==> src/rtl/lc3b_types.sv <==
// ---------------------------------------------------------------------------
// lc3b_types
//   Shared types for the LC-3b memory interface.
//   - lc3b_word      : 16-bit machine word
//   - lc3b_mem_wmask : byte-lane write mask, bit0 = [7:0], bit1 = [15:8]
//   - lc3b_mem_state : responder FSM states (IDLE/BUSY/RESP)
//   - lfsr8_next     : one step of the x^8+x^6+x^5+x^4+1 Fibonacci LFSR
// ---------------------------------------------------------------------------
package lc3b_types;

  typedef logic [15:0] lc3b_word;
  typedef logic [1:0]  lc3b_mem_wmask;

  typedef enum logic [1:0] {
    IDLE = 2'd0,
    BUSY = 2'd1,
    RESP = 2'd2
  } lc3b_mem_state;

  // Taps at bits 8,6,5,4 (1-based) map to indices 7,5,4,3.
  function automatic logic [7:0] lfsr8_next(input logic [7:0] cur);
    return {cur[6:0], cur[7] ^ cur[5] ^ cur[4] ^ cur[3]};
  endfunction

endpackage

==> src/rtl/lc3b_mem_array.sv <==
// ---------------------------------------------------------------------------
// lc3b_mem_array
//   2^ADDR_BITS x 16 word store with one shared index, a synchronous
//   byte-masked write port and a synchronous read port. Contents are not
//   reset.
// Ports:
//   clk    in   clock, rising edge
//   idx    in   word index for both ports
//   wr_en  in   write strobe (qualified per lane by wmask)
//   wmask  in   byte-lane mask, bit0 = [7:0], bit1 = [15:8]
//   wdata  in   write data
//   rd_en  in   read strobe; rdata updates on this edge, holds otherwise
//   rdata  out  registered read data
// ---------------------------------------------------------------------------
module lc3b_mem_array
  import lc3b_types::*;
#(
  parameter int ADDR_BITS = 8
) (
  input  logic                 clk,
  input  logic [ADDR_BITS-1:0] idx,
  input  logic                 wr_en,
  input  lc3b_mem_wmask        wmask,
  input  lc3b_word             wdata,
  input  logic                 rd_en,
  output lc3b_word             rdata
);

  lc3b_word mem_q [2**ADDR_BITS];
  lc3b_word rdata_q;

  always_ff @(posedge clk) begin
    if (wr_en) begin
      if (wmask[0]) mem_q[idx][7:0]  <= wdata[7:0];
      if (wmask[1]) mem_q[idx][15:8] <= wdata[15:8];
    end
    if (rd_en) begin
      rdata_q <= mem_q[idx];
    end
  end

  assign rdata = rdata_q;

endmodule

==> src/rtl/lc3b_mem_responder.sv <==
// ---------------------------------------------------------------------------
// lc3b_mem_responder
//   Memory-side responder for the LC-3b CPU memory interface. A request held
//   on mem_read/mem_write is accepted in IDLE, completes after LATENCY
//   cycles with a one-cycle mem_resp, and reads/writes an internal word
//   array (lc3b_mem_array).
//
//   Optional build macro LAT_JITTER_EN: adds 0..3 extra wait cycles per
//   transaction from an 8-bit LFSR (seed 8'hA5 on rst). Undefined: latency
//   is exactly LATENCY and no LFSR exists.
//
// Ports:
//   clk              in   clock, rising edge
//   rst              in   asynchronous active-high reset
//   mem_address[15:0] in  byte address; word index = mem_address[ADDR_BITS:1]
//   mem_read         in   read request, held until mem_resp
//   mem_write        in   write request, held until mem_resp
//   mem_byte_enable  in   byte-lane write mask
//   mem_wdata        in   write data
//   mem_rdata        out  read data, valid in the mem_resp cycle, then held
//   mem_resp         out  one-cycle completion pulse
//   proto_err        out  sticky protocol-error flag (cleared only by rst)
// ---------------------------------------------------------------------------
module lc3b_mem_responder
  import lc3b_types::*;
#(
  parameter int ADDR_BITS = 8,
  parameter int LATENCY   = 3
) (
  input  logic          clk,
  input  logic          rst,
  input  logic [15:0]   mem_address,
  input  logic          mem_read,
  input  logic          mem_write,
  input  lc3b_mem_wmask mem_byte_enable,
  input  lc3b_word      mem_wdata,
  output lc3b_word      mem_rdata,
  output logic          mem_resp,
  output logic          proto_err
);

  // Wide enough for LATENCY+3, the longest jittered latency.
  localparam int CNT_W = $clog2(LATENCY + 4);

  lc3b_mem_state        state_q, state_d;
  logic [CNT_W-1:0]     cnt_q, cnt_d;
  logic                 write_q, write_d;
  logic                 proto_err_q, proto_err_d;
  logic                 rdata_vld_q, rdata_vld_d;
  logic [ADDR_BITS-1:0] idx_q, idx_d;
  lc3b_mem_wmask        be_q, be_d;
  lc3b_word             wdata_q, wdata_d;

  // Operation presented to the array at the RESP-entry edge. In IDLE this is
  // the live request (LATENCY==1 goes straight to RESP), otherwise the
  // latched copy.
  logic                 acc_write;
  logic [ADDR_BITS-1:0] acc_idx;
  lc3b_mem_wmask        acc_be;
  lc3b_word             acc_wdata;
  logic                 go_resp;
  logic [1:0]           extra;
  logic [CNT_W-1:0]     total;
  lc3b_word             arr_rdata;

  logic unused_addr;
  assign unused_addr = ^{mem_address[15:ADDR_BITS+1], mem_address[0]};

`ifdef LAT_JITTER_EN
  logic [7:0] lfsr_q, lfsr_d;

  assign lfsr_d = lfsr8_next(lfsr_q);
  assign extra  = lfsr_q[1:0];

  always_ff @(posedge clk or posedge rst) begin
    if (rst) lfsr_q <= 8'hA5;
    else     lfsr_q <= lfsr_d;
  end
`else
  assign extra = 2'b00;
`endif

  always_comb begin
    state_d     = state_q;
    cnt_d       = cnt_q;
    write_d     = write_q;
    idx_d       = idx_q;
    be_d        = be_q;
    wdata_d     = wdata_q;
    proto_err_d = proto_err_q;
    rdata_vld_d = rdata_vld_q;
    acc_write   = write_q;
    acc_idx     = idx_q;
    acc_be      = be_q;
    acc_wdata   = wdata_q;
    go_resp     = 1'b0;
    total       = CNT_W'(LATENCY) + CNT_W'(extra);

    case (state_q)
      IDLE: begin
        acc_write = mem_write;
        acc_idx   = mem_address[ADDR_BITS:1];
        acc_be    = mem_byte_enable;
        acc_wdata = mem_wdata;
        if (mem_read | mem_write) begin
          // Read+write together resolves to a write and flags the error.
          write_d = mem_write;
          idx_d   = mem_address[ADDR_BITS:1];
          be_d    = mem_byte_enable;
          wdata_d = mem_wdata;
          if (mem_read & mem_write) proto_err_d = 1'b1;
          if (total == CNT_W'(1)) begin
            state_d = RESP;
            go_resp = 1'b1;
          end else begin
            state_d = BUSY;
            cnt_d   = total - CNT_W'(2);
          end
        end
      end
      BUSY: begin
        // Initiator dropped its request early; finish anyway but flag it.
        if (!(mem_read | mem_write)) proto_err_d = 1'b1;
        if (cnt_q == '0) begin
          state_d = RESP;
          go_resp = 1'b1;
        end else begin
          cnt_d = cnt_q - CNT_W'(1);
        end
      end
      RESP:    state_d = IDLE;
      default: state_d = IDLE;
    endcase

    if (go_resp && !acc_write) rdata_vld_d = 1'b1;
  end

  always_ff @(posedge clk or posedge rst) begin
    if (rst) begin
      state_q     <= IDLE;
      cnt_q       <= '0;
      write_q     <= 1'b0;
      proto_err_q <= 1'b0;
      rdata_vld_q <= 1'b0;
    end else begin
      state_q     <= state_d;
      cnt_q       <= cnt_d;
      write_q     <= write_d;
      proto_err_q <= proto_err_d;
      rdata_vld_q <= rdata_vld_d;
    end
  end

  always_ff @(posedge clk) begin
    idx_q   <= idx_d;
    be_q    <= be_d;
    wdata_q <= wdata_d;
  end

  // Gating with rst keeps a held request from touching the array while the
  // FSM is forced to IDLE.
  lc3b_mem_array #(
    .ADDR_BITS (ADDR_BITS)
  ) u_array (
    .clk   (clk),
    .idx   (acc_idx),
    .wr_en (go_resp & acc_write & ~rst),
    .wmask (acc_be),
    .wdata (acc_wdata),
    .rd_en (go_resp & ~acc_write & ~rst),
    .rdata (arr_rdata)
  );

  // Array read data is not reset; rdata_vld_q gives mem_rdata its reset
  // value of zero until the first completed read.
  assign mem_rdata = rdata_vld_q ? arr_rdata : 16'h0000;
  assign mem_resp  = (state_q == RESP);
  assign proto_err = proto_err_q;

endmodule

==> config.mk <==
export PLATFORM = sky130hd
export DESIGN_NAME = lc3b_mem_responder
export DESIGN_NICKNAME = d
export VERILOG_FILES = /design/src/rtl/lc3b_types.sv /design/src/rtl/lc3b_mem_array.sv /design/src/rtl/lc3b_mem_responder.sv
export SDC_FILE = /design/constraint.sdc
export NUM_CORES = 2
export LEC_CHECK = 0
export CORE_ASPECT_RATIO = 2
export CORE_MARGIN = 2
export CORE_UTILIZATION = 60
export CTS_BUF_LIST = sky130_fd_sc_hd__clkbuf_4 sky130_fd_sc_hd__clkbuf_8
export CTS_CLUSTER_DIAMETER = 80
export CTS_CLUSTER_SIZE = 12
export DETAILED_ROUTE_END_ITERATION = 8
export PLACE_DENSITY_LB_ADDON = 0.3
export SLEW_MARGIN = 20
export SYNTH_ARGS = -nofsm -noshare
export SYNTH_HDL_FRONTEND = slang
export SYNTH_SLANG_ARGS = --single-unit
==> constraint.sdc <==
create_clock -name clk -period 6.7 [get_ports clk]
set_input_delay 0.67 -clock clk [delete_from_list [all_inputs] [get_ports clk]]
set_output_delay 0.67 -clock clk [all_outputs]
set_load 0.01 [all_outputs]
Fig. 1: routing congestion map
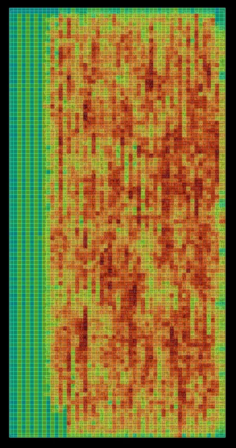
met1 usage in global routing: 34.8%
final core utilization: 64.4%
met2 demand-to-capacity share in global routing: 52.2%

==> run summary <==
Implementation results

Counting the clock-network buffers in the layout gives approximately 420. The residual overflow from global routing is 0. In the routed layout, each cell is associated on average with a via count of between 7 and 8. Across all stage logs, warnings added up to about 140. Summing all flip-flop and latch instances after layout gives around 120000 um^2. The portion of synthesized area spent on multiplexers is 0%.

RePlAce ended its routability-driven mode at a weighted congestion of 0.914. In this run, the synthesized area fraction spent on AND-OR/OR-AND gates is recorded as 15.3%. The pre-CTS worst setup slack is 1.38 ns.

Summing all placed instances gives a cell area of approximately 160000 um^2. Summed over all nets, wire length on met3 after detailed routing comes to 36400 um. The design has 4146 sequential cells.

After layout the signal buffers, clock cells excluded, come to roughly 1.8% of cell area. Sorting the Yosys area breakdown by cell type puts at the top edfxtp_1. The final cell count without fillers is around 12000.

The share of total power in sequential cells is between 40% and 50%. Looking at the clock tree report, the H-tree level count equals 5. The average detailed-routed wire length per instance is between 30 and 40 um. The area of the die is 261000 um^2. The number of rows created at floorplan is around 260. The most heavily used metal layer in global routing is met2. The power report lists cell-internal power as roughly 43 mW. After routing the design area is 164000 um^2.

The actual transition at the worst max-transition pin is 1.30 ns. Setup repair after global routing left no endpoint under its margin. The number of global-route vias before repair is approximately 86000. The core utilization before placement is 60.4%. The final layout contains routed wiring with a total length of 408000 um.

The library cells used most frequently in the layout, excluding fill and tap cells, are 4138 x edfxtp_1, 2048 x a22oi_1, 1026 x a21oi_1, 515 x nor2_1, 396 x clkbuf_8. STA classifies the critical path endpoint as a register. The dominant kind of cell is registers. The number of cells in the yosys synthesis report is between 8000 and 9000. Counting along the longest clock path gives a buffer depth of 4. The number of cells traversed by the worst register-to-register path is 8. Post-CTS timing repair inserted 0 buffers for setup. The reported sequential group power is 33.5 mW. The uppermost signal routing layer after detailed routing is met5. The critical path's slowest stage uses the library cell o41ai_1. In this run, post-CTS repair resized a total of 0 instances. The startpoint of the lowest-slack hold path is mem_byte_enable[0].

The OpenROAD report gives the critical path a data arrival time of around 6.2 ns. The die is ~360 um wide. The sequential fraction of total cell area is about three quarters. The terminus of the critical flop-to-flop path is u_array.rdata[5].

The run finished with clean final reports. The placed wire-length estimate is 245000 um. The main kind of combinational logic by area is AND-OR/OR-AND gates.

Routing resource usage on met3 recorded by global route was under 10%. The number of primary I/O pins is around 56. Looking at the VDD voltage map, the peak drop is between 0.5 and 0.6 mV. The path category of the worst min-delay check is input pin to register.

The final-layout setup total negative slack is 0 ns. The total routing usage reported by global routing is a little under a third. The instance count after placement with tap cells included is 11859. Combinational power for this build is between 20 and 25 mW. The count of max-cap constraint violations is 0. The timing report lists the critical path depth as 8 cells. The number of nets with antenna violations after routing is 0. The clock network takes up about 3.5% of total cell area after layout.

The port buffer count is roughly 47. The kind of start point of the critical path is a register. After synthesis, the most frequently instantiated cells are 4138 x edfxtp_1, 2048 x a22oi_1, 1026 x a21oi_1.
Fig. 2: signal wires on met4
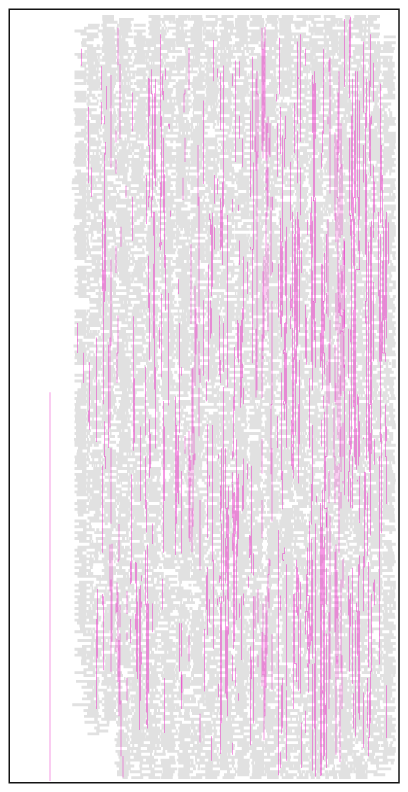
longest straight run = 362 um
share of all routed wire = 8.3%
main direction = vertical
nets with wire on the layer = 385
wire length on this layer = 34.0 mm

Power and IR drop assume default switching activity.
